==> run_1/wires.png <==
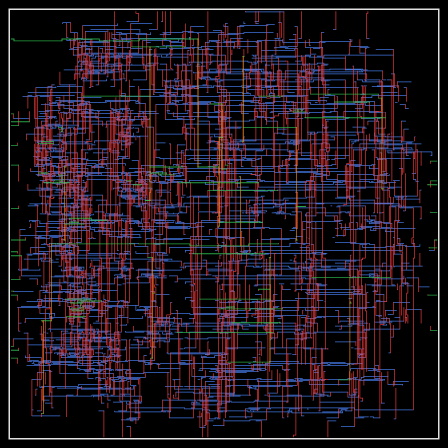
==> run_1/placement_by_type.png <==
The bar under the picture is 50 µm long.
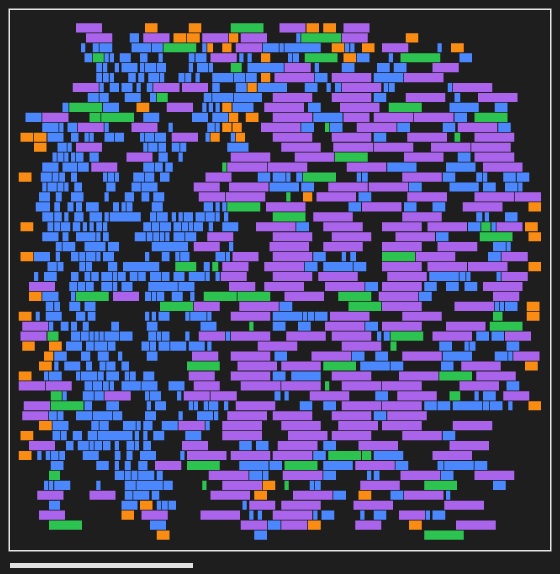
==> run_1/congestion.png <==
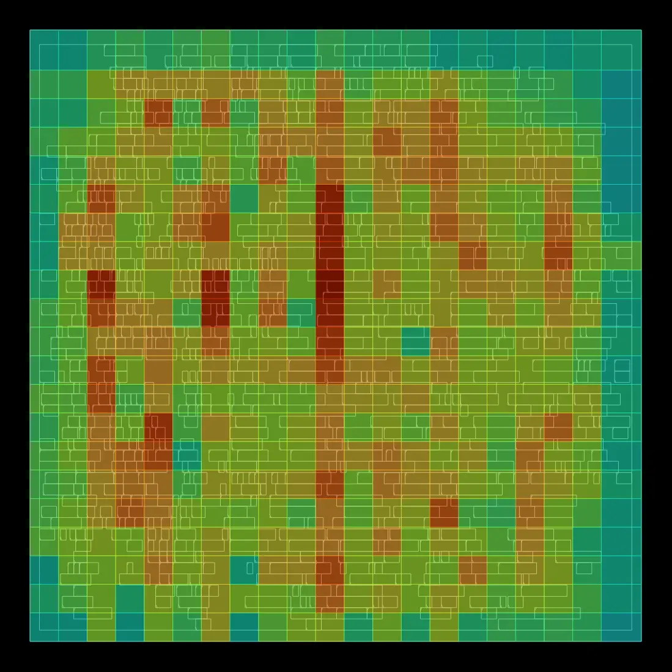
==> config.mk <==
export PLATFORM = sky130hd
export DESIGN_NAME = filter_output_decimator
export DESIGN_NICKNAME = d
export VERILOG_FILES = /design/src/rtl/filter_output_decimator.sv
export SDC_FILE = /design/constraint.sdc
export NUM_CORES = 1
export LEC_CHECK = 0
export CORE_MARGIN = 2
export CORE_UTILIZATION = 50
export CTS_CLUSTER_DIAMETER = 40
export DETAILED_ROUTE_END_ITERATION = 8
export GPL_ROUTABILITY_DRIVEN = 0
export PLACE_DENSITY_LB_ADDON = 0.15
export SLEW_MARGIN = 10
export SYNTH_ARGS = -nofsm -noshare
export SYNTH_HDL_FRONTEND = slang
export SYNTH_SLANG_ARGS = --single-unit
export TNS_END_PERCENT = 100
==> constraint.sdc <==
create_clock -name Clk_i -period 11.8 [get_ports Clk_i]
set_input_delay 3.54 -clock Clk_i [delete_from_list [all_inputs] [get_ports Clk_i]]
set_output_delay 3.54 -clock Clk_i [all_outputs]
set_load 0.005 [all_outputs]
==> impl_metrics.csv, run 1 <==
group,metric,value,unit
synth,ys.flops,215,
timing,setup_viol,0,
final_layout,diodes,0,
timing,maxSlewHeadroom,24.7,%
critical_path,endpoint_kind,"flip-flop",
synth,synth.top_cell.area_share,41.9,%
power,intPower,1.68,mW
final_layout,drive_above_1_share,14.1,%
run,maxCapViolations,0,
place,dpl_cell_area,11100,µm²
place,portBuffers,45,
place,dp.cells,1111,
final_layout,final_cells,1166,
cts,cts_made_buffers,30,
critical_path,cp_data_required_time,12.17,ns
synth,ys_cells,830,
synth,yosysTopAreaCell,"edfxtp_1",
power,swShare,28.5,%
final_layout,fillers,1607,
floorplan,nWellTaps,270,
cts,postCtsSetupBuffers,0,
power,p_leak,4.55,nW
timing,clock.fmax,146,MHz
power,pwr-share-seq,37.6,%
critical_path,slowest_delay,0.62,ns
synth,ys_warn_count,0,
power,clk-power,0.866,mW
power,p_per_area,194,nW/µm²
critical_path,r2r_slack,8.07,ns
run,warnings,28,
critical_path,path_delay_family,"AND-OR/OR-AND gates",
timing,final_hold_viol_count,0,
synth,synthFlopType,"edfxtp_1",
final_layout,fin_nets,922,
synth,synthAoiAreaFrac,9.95,%
cts,worstSkewPairLatency,0.54,ns
synth,synth.distinct_cells,79,
synth,ys_seq_share,55.7,%
routing,top_layer_used,"met4",
floorplan,die_area,21800,µm²
synth,ys_async_sr_fraction,0,%
timing,tightest_slew,1.13,ns
synth,area_leaders,"edfxtp_1, dfxtp_1, mux2i_1",
min_path,hold_class,"flip-flop to flip-flop",
cts,cts_sinks,215,
critical_path,path_cells,"clkdlybuf4s50_1, ha_1, fa_1, a21o_1, a311oi_2, a2bb2oi_2, nand4_2, or3_1, nand2_2, mux2i_4, a41oi_4, a211oi_1",
power,p_total,2.35,mW
final_layout,flop-count,215,
synth,synthesis.area,10300,µm²
final_layout,largest_class,"registers",
power,pg_seq,0.883,mW
synth,synth-edff-count,144,
timing,hold_ws,0.482,ns
critical_path,cpMaxStageDelayCell,"a41oi_4",
cts,clkTransAtPathRegs,0.05,ns
critical_path,rr_worst_depth,11,
power,power_frac_comb,25.5,%
power,vdd_ir_drop_max,0.116,mV
synth,postSynthCellCount,830,
final_layout,buf_share,4.49,%
final_layout,signal_buffers,58,
synth,most_common_cell,"edfxtp_1",
power,power_leader,"registers",
final_layout,logic_area,4430,µm²
min_path,min_path_cells,2,
critical_path,worstSetupPathType,"input port to flip-flop",
routing,wl_met2,10300,µm
final_layout,layout_top_cell,"edfxtp_1",
routing,drt-met1-wl,9750,µm
critical_path,cp.depth,12,
synth,syn_avg_cell_area,12.4,µm²
final_layout,nClkBuffers,34,
routing,viasPerCell,5.61,
cts,cts_max_level,1,
routing,drt-initial-drc-count,350,
floorplan,core,20200,µm²
final_layout,lay_top_cells,"edfxtp_1, mux2i_1, nor2_1",
cts,cts_tree,"done",
timing,fin_worst_skew,0.0156,ns
cts,cts.repair.resized,0,
place,dp_slack,4.43,ns
routing,ant_nets,0,
global_route,grt_antenna_before_repair,0,
power,p_comb,0.598,mW
timing,fin_crit_sh,58.1,%
global_route,grt-ovfl-total,0,
floorplan,die_w,148,µm
cts,cts_hold_buffers,0,
floorplan,fp_util,51.0,%
global_route,grt_pass1_vias,6433,
synth,synth.mux.area_fraction,13.9,%
critical_path,path_buffers,1,
synth,fp_nets,879,
final_layout,largest_reg_flops,144,
final_layout,nNonClkInverters,10,
outcome,status,"complete, no violations",
synth,ys_sh_adder,3.35,%
power,switching_power,0.670,mW
final_layout,syn2layout_area_growth,17.1,%
timing,min_period,6.85,ns
floorplan,ios,46,
timing,rsz0062_at_grt,"false",
synth,synth.comb.largest_family,"multiplexers",
cts,clk_path_buf_depth,3,
routing,num_vias,6542,
final_layout,clk_share,8.20,%
global_route,grt_max_degree,74,
critical_path,cp_max_fo,17,
cts,cts_root_buf,"clkbuf_16",
synth,common_cells,"edfxtp_1, mux2i_1, nor2_1",
power,clockPowerShare,36.9,%
final_layout,seq_area,5750,µm²
floorplan,die_h,148,µm
final_layout,comb_area_share,36.7,%
synth,ys_area,10300,µm²
synth,simple_gate_share,11.6,%
routing,route.detailed.drc,0,
-- wires.png (at the start) --
[metal 4] orange | wire length: 463 µm
[metal 2] red | wire length: 10,300 µm
[metal 3] green | wire length: 727 µm
[metal 1] blue | wire length: 9,750 µm
total track usage: 19.7%
Routed WL per cell: 18.2 µm
Post-Route WL: 21,200 µm

-- placement_by_type.png (at the start) --
[clock drivers and dummy loads] green | cells: 55 | share of their area: 8.4%
[sequential cells] purple | cells: 215 | share of their area: 49%
[combinational and other logic] blue | cells: 568 | share of their area: 38%
[remaining buffers and delay cells] orange | cells: 58 | share of their area: 4.6%
Site Rows: 52
utilization after layout: 59.7%
final design instance area without fill: 12,100 µm²
flop share of the area: 47.5%

-- congestion.png (at the start) --
met1 Use GR: 26.9%
GRT busiest layer: met2
M3 GR Usage: 2.78%
met2 GRT Util: 33.6%

==> run 1 -> run 2 <==
Clock period 11.8 ns to 6.45 ns, I/O delays scaled along.
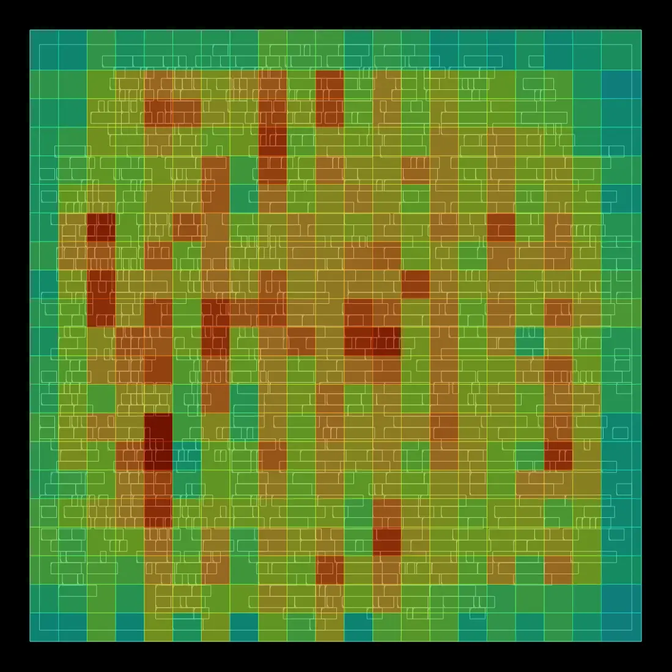
(run_2/congestion.png)
total track usage: 20.3%
utilization after layout: 60.0%
met2 GRT Util: 35.7%

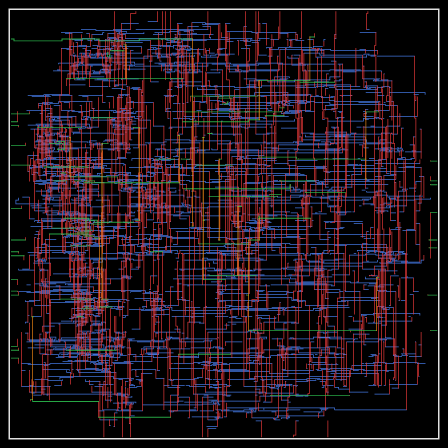
(run_2/wires.png)
[metal 3] green | wire length: 910 µm
[metal 1] blue | wire length: 9,590 µm
[metal 4] orange | wire length: 454 µm
[metal 2] red | wire length: 10,700 µm
Post-Route WL: 21,700 µm
Routed WL per cell: 18.5 µm
Vias: 6,581

==> run 2 against run 1 <==
  * Die size unchanged
  * Final cell count is 0.43% higher
  * Clock skew decreased by 0.0047 ns
  * Total power increased by 87%
  * Critical path type unchanged
==> impl_metrics.csv, run 2 <==
group,metric,value,unit
floorplan,nWellTaps,270,
timing,fin_worst_skew,0.0109,ns
floorplan,ios,46,
global_route,busiest_layer,"met2",
timing,final_hold_viol_count,0,
power,clk-power,1.68,mW
timing,min_period,5.26,ns
critical_path,path_cells,"clkdlybuf4s50_1, ha_1, fa_1, a21o_1, a311oi_2, a2bb2oi_2, nand4_2, or3_1, nand2_2, mux2i_4, a41oi_4, a211oi_1",
power,power_frac_comb,25.2,%
synth,synth-edff-count,144,
routing,drt-initial-drc-count,301,
floorplan,die_h,148,µm
global_route,grt-ovfl-total,0,
final_layout,largest_reg_flops,144,
final_layout,nClkBuffers,36,
routing,top_layer_used,"met4",
place,dpl_cell_area,11100,µm²
routing,drt-met1-wl,9590,µm
synth,ys.flops,215,
global_route,grt_max_degree,73,
place,portBuffers,45,
final_layout,signal_buffers,60,
synth,common_cells,"edfxtp_1, mux2i_1, nor2_1",
power,pwr-share-seq,36.7,%
critical_path,rr_worst_depth,11,
final_layout,logic_area,4390,µm²
place,dp_slack,0.655,ns
cts,cts_max_level,1,
power,p_leak,4.60,nW
cts,worstSkewPairLatency,0.55,ns
final_layout,comb_area_share,36.2,%
timing,hold_ws,0.463,ns
floorplan,fp_util,51.0,%
routing,wl_met2,10700,µm
critical_path,worstSetupPathType,"input port to flip-flop",
final_layout,drive_above_1_share,14.5,%
floorplan,core,20200,µm²
global_route,grt_antenna_before_repair,0,
critical_path,cpMaxStageDelayCell,"a41oi_4",
final_layout,largest_class,"registers",
final_layout,clk_share,8.69,%
power,vdd_ir_drop_max,0.202,mV
synth,ys_async_sr_fraction,0,%
synth,synth.mux.area_fraction,13.9,%
routing,ant_nets,0,
final_layout,layout_top_cell,"edfxtp_1",
critical_path,cp_data_required_time,6.83,ns
routing,route.detailed.drc,0,
cts,cts_root_buf,"clkbuf_16",
final_layout,nNonClkInverters,10,
outcome,status,"complete, no violations",
power,clockPowerShare,38.1,%
cts,cts.repair.resized,0,
power,p_total,4.39,mW
cts,cts_hold_buffers,0,
critical_path,path_delay_family,"AND-OR/OR-AND gates",
final_layout,fillers,1573,
synth,ys_sh_adder,3.35,%
final_layout,seq_area,5750,µm²
cts,clk_path_buf_depth,3,
cts,cts_sinks,215,
synth,yosysTopAreaCell,"edfxtp_1",
synth,simple_gate_share,11.6,%
final_layout,buf_share,4.70,%
min_path,hold_class,"flip-flop to flip-flop",
floorplan,die_area,21800,µm²
synth,postSynthCellCount,830,
synth,ys_cells,830,
global_route,met3_usage,2.84,%
final_layout,syn2layout_area_growth,17.6,%
critical_path,cp.depth,12,
final_layout,final_cells,1171,
cts,cts_tree,"done",
power,switching_power,1.26,mW
Power is estimated from default activity; no workload was simulated.
